Run 1, congestion heat map:
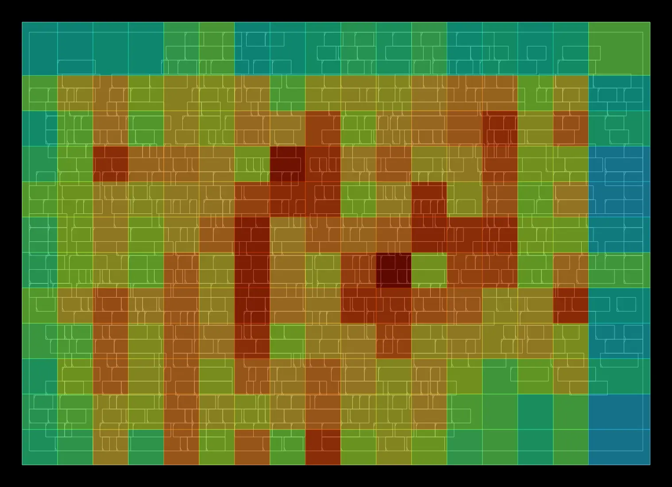
Run 1, the metal 2 layer:
Bar = 20 µm.
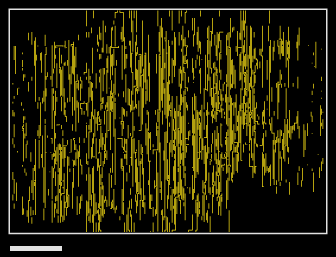
Run 1, logic cells by family:
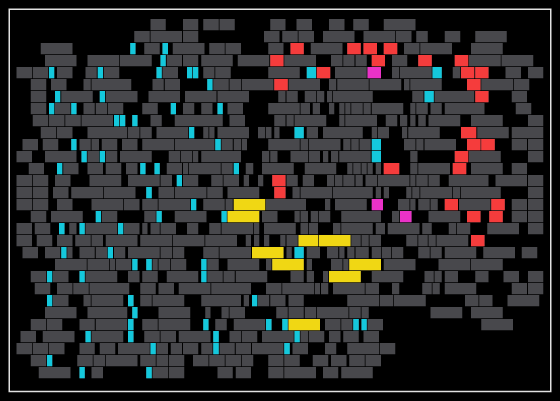
File: config.mk
export PLATFORM = sky130hd
export DESIGN_NAME = sub_seq_ctrl
export DESIGN_NICKNAME = d
export VERILOG_FILES = /design/src/rtl/sub_seq_pkg.sv /design/src/rtl/full_sub_8bit.sv /design/src/rtl/sub_seq_ctrl.sv
export SDC_FILE = /design/constraint.sdc
export NUM_CORES = 1
export LEC_CHECK = 0
export CAP_MARGIN = 25
export CORE_ASPECT_RATIO = 0.7
export CORE_MARGIN = 1
export CORE_UTILIZATION = 50
export CTS_BUF_LIST = sky130_fd_sc_hd__clkbuf_4 sky130_fd_sc_hd__clkbuf_8 sky130_fd_sc_hd__clkbuf_16
export DETAILED_ROUTE_END_ITERATION = 6
export GPL_TIMING_DRIVEN = 0
export PLACE_DENSITY = 0.78
export SETUP_SLACK_MARGIN = 0.4
export SYNTH_ARGS = -nofsm -noshare
export SYNTH_HDL_FRONTEND = slang
export SYNTH_SLANG_ARGS = --single-unit
export TNS_END_PERCENT = 10
File: constraint.sdc
create_clock -name clk -period 10 [get_ports clk]
set_input_delay 1 -clock clk [delete_from_list [all_inputs] [get_ports clk]]
set_output_delay 1 -clock clk [all_outputs]
set_load 0.01 [all_outputs]
File: src/rtl/sub_seq_pkg.sv
// Shared constants for the byte-serial wide subtractor sequencer.
package sub_seq_pkg;
    localparam int BYTE_W         = 8;
    localparam int NBYTES_DEFAULT = 4;

    localparam logic [1:0] ST_IDLE = 2'd0;
    localparam logic [1:0] ST_RUN  = 2'd1;
    localparam logic [1:0] ST_DONE = 2'd2;
endpackage

File: src/rtl/full_sub_8bit.sv
// Purely combinational 8-bit ripple subtractor: diff = a - b - bin, bout = borrow out.
module full_sub_8bit
    import sub_seq_pkg::*;
(
    input  logic [BYTE_W-1:0] a_i,
    input  logic [BYTE_W-1:0] b_i,
    input  logic              bin_i,
    output logic [BYTE_W-1:0] diff_o,
    output logic              bout_o
);
    logic [BYTE_W:0]   brw;
    logic [BYTE_W-1:0] d;

    always_comb begin
        brw    = '0;
        d      = '0;
        brw[0] = bin_i;
        for (int i = 0; i < BYTE_W; i++) begin
            d[i]     = a_i[i] ^ b_i[i] ^ brw[i];
            brw[i+1] = (~a_i[i] & b_i[i]) | (~(a_i[i] ^ b_i[i]) & brw[i]);
        end
    end

    assign diff_o = d;
    assign bout_o = brw[BYTE_W];
endmodule

File: src/rtl/sub_seq_ctrl.sv
// Wide a - b - bin computed one byte per clock, LSB first, on one shared 8-bit subtractor.
// Start accepted in IDLE/DONE gives done NBYTES+1 cycles later; start while busy is ignored.
module sub_seq_ctrl
    import sub_seq_pkg::*;
#(
    parameter  int NBYTES = NBYTES_DEFAULT,
    localparam int OP_W   = BYTE_W * NBYTES
) (
    input  logic            clk,
    input  logic            rst,
    input  logic            start,
    input  logic [OP_W-1:0] a,
    input  logic [OP_W-1:0] b,
    input  logic            bin,
    output logic            busy,
    output logic            done,
    output logic [OP_W-1:0] diff,
    output logic            bout,
    output logic            zero
);
    localparam int              CNT_W    = (NBYTES > 1) ? $clog2(NBYTES) : 1;
    localparam logic [CNT_W-1:0] CNT_LAST = CNT_W'(NBYTES - 1);

    logic [1:0]        state_q, state_d;
    logic [OP_W-1:0]   a_q, a_d, b_q, b_d, res_q, res_d;
    logic [OP_W-1:0]   diff_q, diff_d;
    logic              brw_q, brw_d;
    logic              bout_q, bout_d, zero_q, zero_d;
    logic [CNT_W-1:0]  cnt_q, cnt_d;

    logic [BYTE_W-1:0] sub_diff;
    logic              sub_bout;
    logic [OP_W-1:0]   top_byte, res_shift;

    full_sub_8bit u_sub (
        .a_i    (a_q[BYTE_W-1:0]),
        .b_i    (b_q[BYTE_W-1:0]),
        .bin_i  (brw_q),
        .diff_o (sub_diff),
        .bout_o (sub_bout)
    );

    always_comb begin
        // Result fills from the top so after NBYTES shifts byte 0 lands at the bottom.
        top_byte                   = '0;
        top_byte[OP_W-1 -: BYTE_W] = sub_diff;
        res_shift                  = (res_q >> BYTE_W) | top_byte;

        state_d = state_q;
        a_d     = a_q;
        b_d     = b_q;
        res_d   = res_q;
        brw_d   = brw_q;
        cnt_d   = cnt_q;
        diff_d  = diff_q;
        bout_d  = bout_q;
        zero_d  = zero_q;

        case (state_q)
            ST_RUN: begin
                a_d   = a_q >> BYTE_W;
                b_d   = b_q >> BYTE_W;
                res_d = res_shift;
                brw_d = sub_bout;
                cnt_d = cnt_q + CNT_W'(1);
                if (cnt_q == CNT_LAST) begin
                    state_d = ST_DONE;
                    diff_d  = res_shift;
                    bout_d  = sub_bout;
                    zero_d  = (res_shift == '0);
                end
            end
            default: begin
                if (start) begin
                    state_d = ST_RUN;
                    a_d     = a;
                    b_d     = b;
                    brw_d   = bin;
                    res_d   = '0;
                    cnt_d   = '0;
                end else begin
                    state_d = ST_IDLE;
                end
            end
        endcase
    end

    always_ff @(posedge clk) begin
        if (rst) begin
            state_q <= ST_IDLE;
            a_q     <= '0;
            b_q     <= '0;
            res_q   <= '0;
            brw_q   <= 1'b0;
            cnt_q   <= '0;
            diff_q  <= '0;
            bout_q  <= 1'b0;
            zero_q  <= 1'b0;
        end else begin
            state_q <= state_d;
            a_q     <= a_d;
            b_q     <= b_d;
            res_q   <= res_d;
            brw_q   <= brw_d;
            cnt_q   <= cnt_d;
            diff_q  <= diff_d;
            bout_q  <= bout_d;
            zero_q  <= zero_d;
        end
    end

    assign busy = (state_q == ST_RUN);
    assign done = (state_q == ST_DONE);
    assign diff = diff_q;
    assign bout = bout_q;
    assign zero = zero_q;
endmodule

==> run_results.csv, run 1 <==
group,metric,value,unit
layout,layout.nonclk_buf_share,17.9,%
logic_synthesis,largest_area_cell,"dfxtp_1",
hold_path,hold_path.class,"flip-flop to flip-flop",
floorplan,initial_core_util,52.0,%
layout,inverters_excl_clock,11,
worst_setup_path,cp_slowest_cell,"or4_1",
layout,drive_above_1_share,9.37,%
logic_synthesis,synth.distinct_cells,29,
final_timing,fin_crit_sh,48.4,%
power_and_ir_drop,intPower,0.975,mW
global_route,grt_max_degree,17,
power_and_ir_drop,power_frac_seq,42.9,%
logic_synthesis,postSynthSeqShare,50.1,%
power_and_ir_drop,p_comb_share,12.4,%
final_timing,finalHoldViolations,0,
logic_synthesis,ys_sh_aoi,16.2,%
layout,clock_buffers,24,
layout,synthToLayoutAreaGrowth,34.2,%
layout,seq_share,37.3,%
worst_setup_path,crit_path_max_fanout,3,
logic_synthesis,ys.flop_type,"dfxtp_1",
layout,logic_gates,316,
job,maxCapViolCount,0,
worst_setup_path,startpoint,"a_q[0]$_SDFFE_PP0P_",
power_and_ir_drop,p_clk_share,44.6,%
clock_tree,hold_buffers,0,
detailed_routing,drc,0,
logic_synthesis,top_cell,"dfxtp_1",
final_timing,rsz0062_at_grt,"false",
logic_synthesis,yosys-top-cells-area,"dfxtp_1 (50%), mux2i_1 (13%), a211oi_1 (7.4%)",
layout,diodes,0,
power_and_ir_drop,swShare,24.3,%
logic_synthesis,ys_sh_xor,0,%
worst_setup_path,path_delay_family,"adder cells",
clock_tree,htreeDepth,4,
logic_synthesis,edf_count,0,
final_timing,relSlewSlack,65.3,%
logic_synthesis,synthCells,497,
power_and_ir_drop,peakVddDrop,0.000130,V
clock_tree,cts_buffers,17,
final_timing,worst_pin_slew,0.520,ns
worst_setup_path,reg2reg_from,"a_q[0]$_SDFFE_PP0P_",
final_timing,setup_viol,0,
worst_setup_path,worst_ep_arrival_time,5.19,ns
power_and_ir_drop,seq_power,0.553,mW
detailed_routing,vias,4240,
final_timing,setup_tns,0,ns
power_and_ir_drop,maxPowerGroup,"the clock network",
logic_synthesis,syn_avg_cell_area,10.2,µm²
global_route,grt_pass1_wl,21600,µm
layout,finalInstanceArea,6810,µm²
floorplan,die_y,86.3,µm
worst_setup_path,crit_chain,"inv_1 > fa_1 > fa_1 > fa_1 > fa_1 > fa_1 > fa_1 > fa_1 > inv_1 > fa_1 > or4_1 > nor4_1 > a32o_1",
logic_synthesis,syn_nets,574,
final_timing,setup_ws,5.16,ns
detailed_routing,first_pass_iters,5,
status,status,"finished, final reports clean",
clock_tree,cts_buffer_depth,2,
logic_synthesis,synthTopCellsByCount,"dfxtp_1 (127), mux2i_1 (64), nor2_1 (64)",
floorplan,io-pin-count,104,
placement,io_buffers,102,
final_timing,clock_skew,0.00682,ns
layout,seq_cell_count,127,
About 'congestion heat map':
GR peak layer: met2
grt met3 use: 6.05%
detailed-route wire length per cell: 17.6 µm

About 'the metal 2 layer':
longest straight run	33.7 µm
share of all routed wire	46%
main direction	vertical
wire length on this layer	6,070 µm
met2 Track Usage GR: 42.8%
final WL: 13,300 µm

About 'logic cells by family':
colour	family	cells	most used
cyan	NOR gates	71	nor2_1
yellow	adder and majority cells	9	fa_1
red	AND-OR and OR-AND gates	27	a22o_1
magenta	AND and OR gates	3	or4_1
combinational share of cell area: 33.7%
final std cells w/o fill: 758
most common logic cell in the routed design: dfxtp_1

==> run 1: cells in the final DEF, fill, tap and decap left out, drive strengths merged, types with 2 or more instances in the layout <==
master / instances
o2bb2ai: 8
fa: 8
nand2: 18
nand2b: 10
or4: 2
mux2i: 64
clkdlybuf4s50: 102
nor2b: 2
clkinv: 5
a22o: 25
clkbuf: 43
a21oi: 27
buf: 24
nor2: 64
nor4: 5
nand3b: 27
dfxtp: 127
inv: 11
a211oi: 50
==> run 1: path summary, 6_finish.rpt <==
path	depth (start not counted)	endpoint	slack (ns)
setup / recovery	13	zero$_SDFFE_PP0P_	5.16
hold / removal	1	bout$_SDFFE_PP0P_	0.47
setup reg to reg	13	zero$_SDFFE_PP0P_	5.16
hold reg to reg	1	bout$_SDFFE_PP0P_	0.47
## Run 2: what changed since run 1
==> constraint.sdc (replaced) <==
create_clock -name clk -period 4.8 [get_ports clk]
set_input_delay 0.48 -clock clk [delete_from_list [all_inputs] [get_ports clk]]
set_output_delay 0.48 -clock clk [all_outputs]
set_load 0.01 [all_outputs]
==> run_results.csv, run 2 <==
group,metric,value,unit
clock_tree,cts_root_buf,"clkbuf_16",
power_and_ir_drop,clock_net_power,1.43,mW
logic_synthesis,postSynthSeqShare,50.1,%
final_timing,worst_pin_slew,0.551,ns
power_and_ir_drop,power_frac_seq,39.3,%
layout,clock_buffers,21,
global_route,grt_max_degree,17,
floorplan,io-pin-count,104,
global_route,grt_pass1_wl,21400,µm
clock_tree,hold_buffers,0,
layout,drive_above_1_share,11.5,%
detailed_routing,vias,4240,
global_route,grt_busiest_layer,"met2",
logic_synthesis,syn_nets,574,
layout,synthToLayoutAreaGrowth,37.3,%
logic_synthesis,ys_chip_area,5070,µm²
detailed_routing,drc,0,
power_and_ir_drop,maxPowerGroup,"the clock network",
logic_synthesis,synthTopCellsByCount,"dfxtp_1 (127), mux2i_1 (64), nor2_1 (64)",
detailed_routing,post_drt_wl_per_cell,17.4,µm
hold_path,hold_path.class,"flip-flop to flip-flop",
placement,placed_cells_incl_taps,727,
detailed_routing,first_pass_iters,4,
final_timing,setup_tns,0,ns
layout,final_util,71.4,%
logic_synthesis,yosys-top-cells-area,"dfxtp_1 (50%), mux2i_1 (13%), a211oi_1 (7.4%)",
power_and_ir_drop,p_clk_share,48.7,%
layout,lay_top_cells,"dfxtp_1 (126), clkdlybuf4s50_1 (102), mux2i_1 (64), nor2_1 (64), a211oi_1 (50)",
placement,io_buffers,102,
final_timing,setup_viol,0,
hold_path,whs_endpoint,"diff[27]$_SDFFE_PP0P_",
worst_setup_path,startpoint,"a_q[0]$_SDFFE_PP0P_",
global_route,met3_usage,6.71,%
detailed_routing,ant_nets,0,
final_timing,fin_crit_sh,90.4,%
status,status,"finished, final reports clean",
logic_synthesis,syn_avg_cell_area,10.2,µm²
detailed_routing,wl_met3,710,µm
job,maxCapViolCount,0,
power_and_ir_drop,swShare,23.3,%
layout,logic_gates,316,
worst_setup_path,worst_r2r_path_depth,13,
layout,layout_top_cell,"dfxtp_1",
global_route,overflow,0,
floorplan,die_y,86.3,µm
layout,final-comb-area,2330,µm²
layout,fin_cells,761,
layout,comb_share,33.5,%
worst_setup_path,crit_path_max_fanout,2,
logic_synthesis,largest_area_cell,"dfxtp_1",
clock_tree,cts_buffers,17,
final_timing,rsz0062_at_grt,"true",
worst_setup_path,worst_ep_arrival_time,4.69,ns
final_timing,finalHoldViolations,0,
worst_setup_path,endpoint,"zero$_SDFFE_PP0P_",
clock_tree,cts_buffer_depth,2,
layout,finalInstanceArea,6970,µm²
final_timing,clock_skew,0.00605,ns
layout,layout.nonclk_buf_share,17.7,%
logic_synthesis,synth.distinct_cells,29,
detailed_routing,wl,13200,µm
power_and_ir_drop,p_comb_share,12.1,%
power_and_ir_drop,intPower,2.25,mW
logic_synthesis,synthCells,497,
worst_setup_path,timing.rr.end,"zero$_SDFFE_PP0P_",
logic_synthesis,edf_count,0,
logic_synthesis,ys.flop_type,"dfxtp_1",
power_and_ir_drop,seq_power,1.15,mW
power_and_ir_drop,peakVddDrop,0.000300,V
global_route,track_usage,26.7,%
layout,seq_share,36.5,%
final_timing,setup_ws,0.460,ns
logic_synthesis,top_cell,"dfxtp_1",
hold_path,hold_depth,1,
layout,diodes,0,
floorplan,initial_core_util,52.0,%
final_timing,relSlewSlack,63.3,%
worst_setup_path,reg2reg_from,"a_q[0]$_SDFFE_PP0P_",
worst_setup_path,rrSetupSlack,0.46,ns
global_route,grtUsageMet2,41.7,%
clock_tree,htreeDepth,4,
==> run 2: cell counts after synthesis <==
No cell type changed its count.
==> run 2: critical path: stages, from the launching register on <==
cell	delay, ns
dfxtp_2	0.35
inv_1	0.07
fa_2	0.39
fa_2	0.34
fa_2	0.34
fa_2	0.35
fa_2	0.35
fa_2	0.35
fa_2	0.34
inv_2	0.06
fa_1	0.44
or4_4	0.45
nor4_4	0.27
a32o_1	0.19
==> run 2: timing repair <==
item,CTS,global route
setup endpoints to repair,1,1
pin swaps,4,3
setup buffers,2,0
resized,6,4
==> run 2: kinds of logic after synthesis <==
family	synth area share (%)
muxes	12.6
adders and majority gates	3.40
and+or+nand+nor	13.0
AOI/OAI and AO/OA	16.2
DFF	50.1
buffers and inverters	4.66
Run 2, sequential cells coloured by netlist name:
Bar = 20 µm.
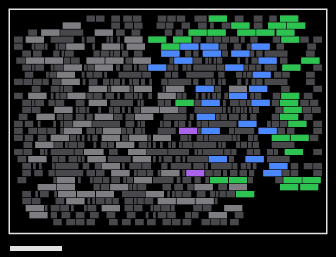
colour	signal	flops
green	`diff`	32
blue	`res_q`	24
purple	`cnt_q`	2
not coloured	69

Run 2, the metal 2 layer:
Bar = 20 µm.
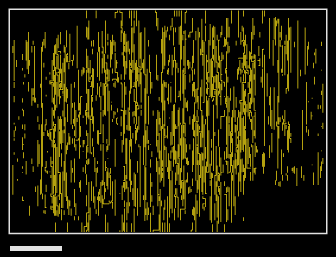
wire length on this layer	6,020 µm
longest straight run	35.2 µm
share of all routed wire	46%
main direction	vertical
nets with wire on the layer	615

## Run 3: what changed since run 2
--- a/config.mk
+++ b/config.mk
@@ -10,6 +10,7 @@
 export CORE_MARGIN = 1
 export CORE_UTILIZATION = 50
 export CTS_BUF_LIST = sky130_fd_sc_hd__clkbuf_4 sky130_fd_sc_hd__clkbuf_8 sky130_fd_sc_hd__clkbuf_16
+export CTS_CLUSTER_DIAMETER = 30
 export DETAILED_ROUTE_END_ITERATION = 6
 export GPL_TIMING_DRIVEN = 0
 export PLACE_DENSITY = 0.78
@@ -17,4 +18,4 @@
 export SYNTH_ARGS = -nofsm -noshare
 export SYNTH_HDL_FRONTEND = slang
 export SYNTH_SLANG_ARGS = --single-unit
-export TNS_END_PERCENT = 10
+export TNS_END_PERCENT = 50
==> run_results.csv, run 3 <==
group,metric,value,unit
status,status,"finished, final reports clean",
layout,synthToLayoutAreaGrowth,37.3,%
detailed_routing,first_pass_iters,4,
global_route,grt_busiest_layer,"met2",
worst_setup_path,reg2reg_from,"a_q[0]$_SDFFE_PP0P_",
clock_tree,cts_buffer_depth,2,
layout,layout.nonclk_buf_share,17.7,%
logic_synthesis,synth.distinct_cells,29,
final_timing,setup_tns,0,ns
logic_synthesis,top_logic_kind,"AND-OR/OR-AND gates",
power_and_ir_drop,swShare,23.3,%
worst_setup_path,startpoint,"a_q[0]$_SDFFE_PP0P_",
power_and_ir_drop,clock_net_power,1.43,mW
layout,finalInstanceArea,6970,µm²
hold_path,hold_path.class,"flip-flop to flip-flop",
logic_synthesis,simple_gate_share,13.0,%
logic_synthesis,top_cell,"dfxtp_1",
worst_setup_path,critPathMaxStageDelay,0.45,ns
logic_synthesis,syn_avg_cell_area,10.2,µm²
logic_synthesis,ys_sh_xor,0,%
global_route,overflow,0,
placement,io_buffers,102,
layout,drive_above_1_share,11.5,%
clock_tree,post-cts-setup-buffers,2,
worst_setup_path,crit_chain,"inv_1 > fa_2 > fa_2 > fa_2 > fa_2 > fa_2 > fa_2 > fa_2 > inv_2 > fa_1 > or4_4 > nor4_4 > a32o_1",
global_route,track_usage,26.7,%
final_timing,relSlewSlack,63.3,%
power_and_ir_drop,intPower,2.25,mW
power_and_ir_drop,seq_power,1.15,mW
final_timing,rsz0062_at_grt,"true",
power_and_ir_drop,p_comb_share,12.1,%
worst_setup_path,timing.rr.end,"zero$_SDFFE_PP0P_",
logic_synthesis,edf_count,0,
layout,layout_top_cell,"dfxtp_1",
worst_setup_path,path_delay_family,"adder cells",
final_timing,setup_viol,0,
global_route,met3_usage,6.71,%
hold_path,whs_endpoint,"diff[27]$_SDFFE_PP0P_",
logic_synthesis,largest_area_cell,"dfxtp_1",
job,maxCapViolCount,0,
global_route,grt_max_degree,17,
detailed_routing,wl_met3,710,µm
clock_tree,cts_root_buf,"clkbuf_16",
logic_synthesis,synthCells,497,
layout,final-comb-area,2330,µm²
power_and_ir_drop,p_clk_share,48.7,%
worst_setup_path,cp_slowest_cell,"or4_4",
floorplan,io-pin-count,104,
detailed_routing,post_drt_wl_per_cell,17.4,µm
final_timing,setup_ws,0.460,ns
power_and_ir_drop,power_frac_seq,39.3,%
layout,seq_share,36.5,%
logic_synthesis,mux_area_share,12.6,%
hold_path,hold_depth,1,
worst_setup_path,cpMostUsedCell,"fa_2",
worst_setup_path,crit_path_max_fanout,2,
logic_synthesis,ys_sh_aoi,16.2,%
worst_setup_path,worst_r2r_path_depth,13,
final_timing,clock_skew,0.00605,ns
layout,logic_gates,316,
worst_setup_path,worst_ep_arrival_time,4.69,ns
logic_synthesis,yosys-top-cells-area,"dfxtp_1 (50%), mux2i_1 (13%), a211oi_1 (7.4%)",
layout,lay_top_cells,"dfxtp_1 (126), clkdlybuf4s50_1 (102), mux2i_1 (64), nor2_1 (64), a211oi_1 (50)",
layout,diodes,0,
-- run 3: worst max path at each step --
stage                              to  cells past startpoint
floorplan           zero$_SDFFE_PP0P_                     13
global route        zero$_SDFFE_PP0P_                     13
finish              zero$_SDFFE_PP0P_                     13
global placement    zero$_SDFFE_PP0P_                     13
detailed placement  zero$_SDFFE_PP0P_                     13
CTS                 zero$_SDFFE_PP0P_                     13
-- run 3: through the flow --
step / power [mW] / utilization, % / instances
after floorplan: 1.36 / - / 497
after global placement: 1.49 / 64.1 / 727
after detailed placement: 1.50 / 64.1 / 727
after CTS: 2.92 / 71.2 / 761
after global routing: 3.02 / 71.4 / 761
final: 2.94 / 71.4 / 761
Run 3, logic cells by family:
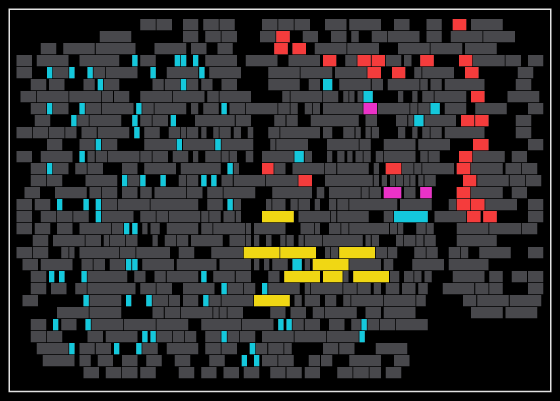
colour	family	cells
yellow	adder and majority cells	9
cyan	NOR gates	71
magenta	AND and OR gates	3
red	AND-OR and OR-AND gates	27
final std cells w/o fill: 761
combinational share of cell area: 33.5%

Run 3, the metal 2 layer:
Bar = 20 µm.
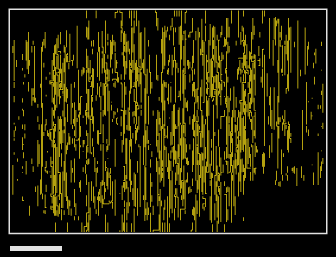
wire length on this layer	6,020 µm
nets with wire on the layer	615
main direction	vertical
met2 Track Usage GR: 41.7%
final WL: 13,200 µm

Power and IR drop assume default switching activity.
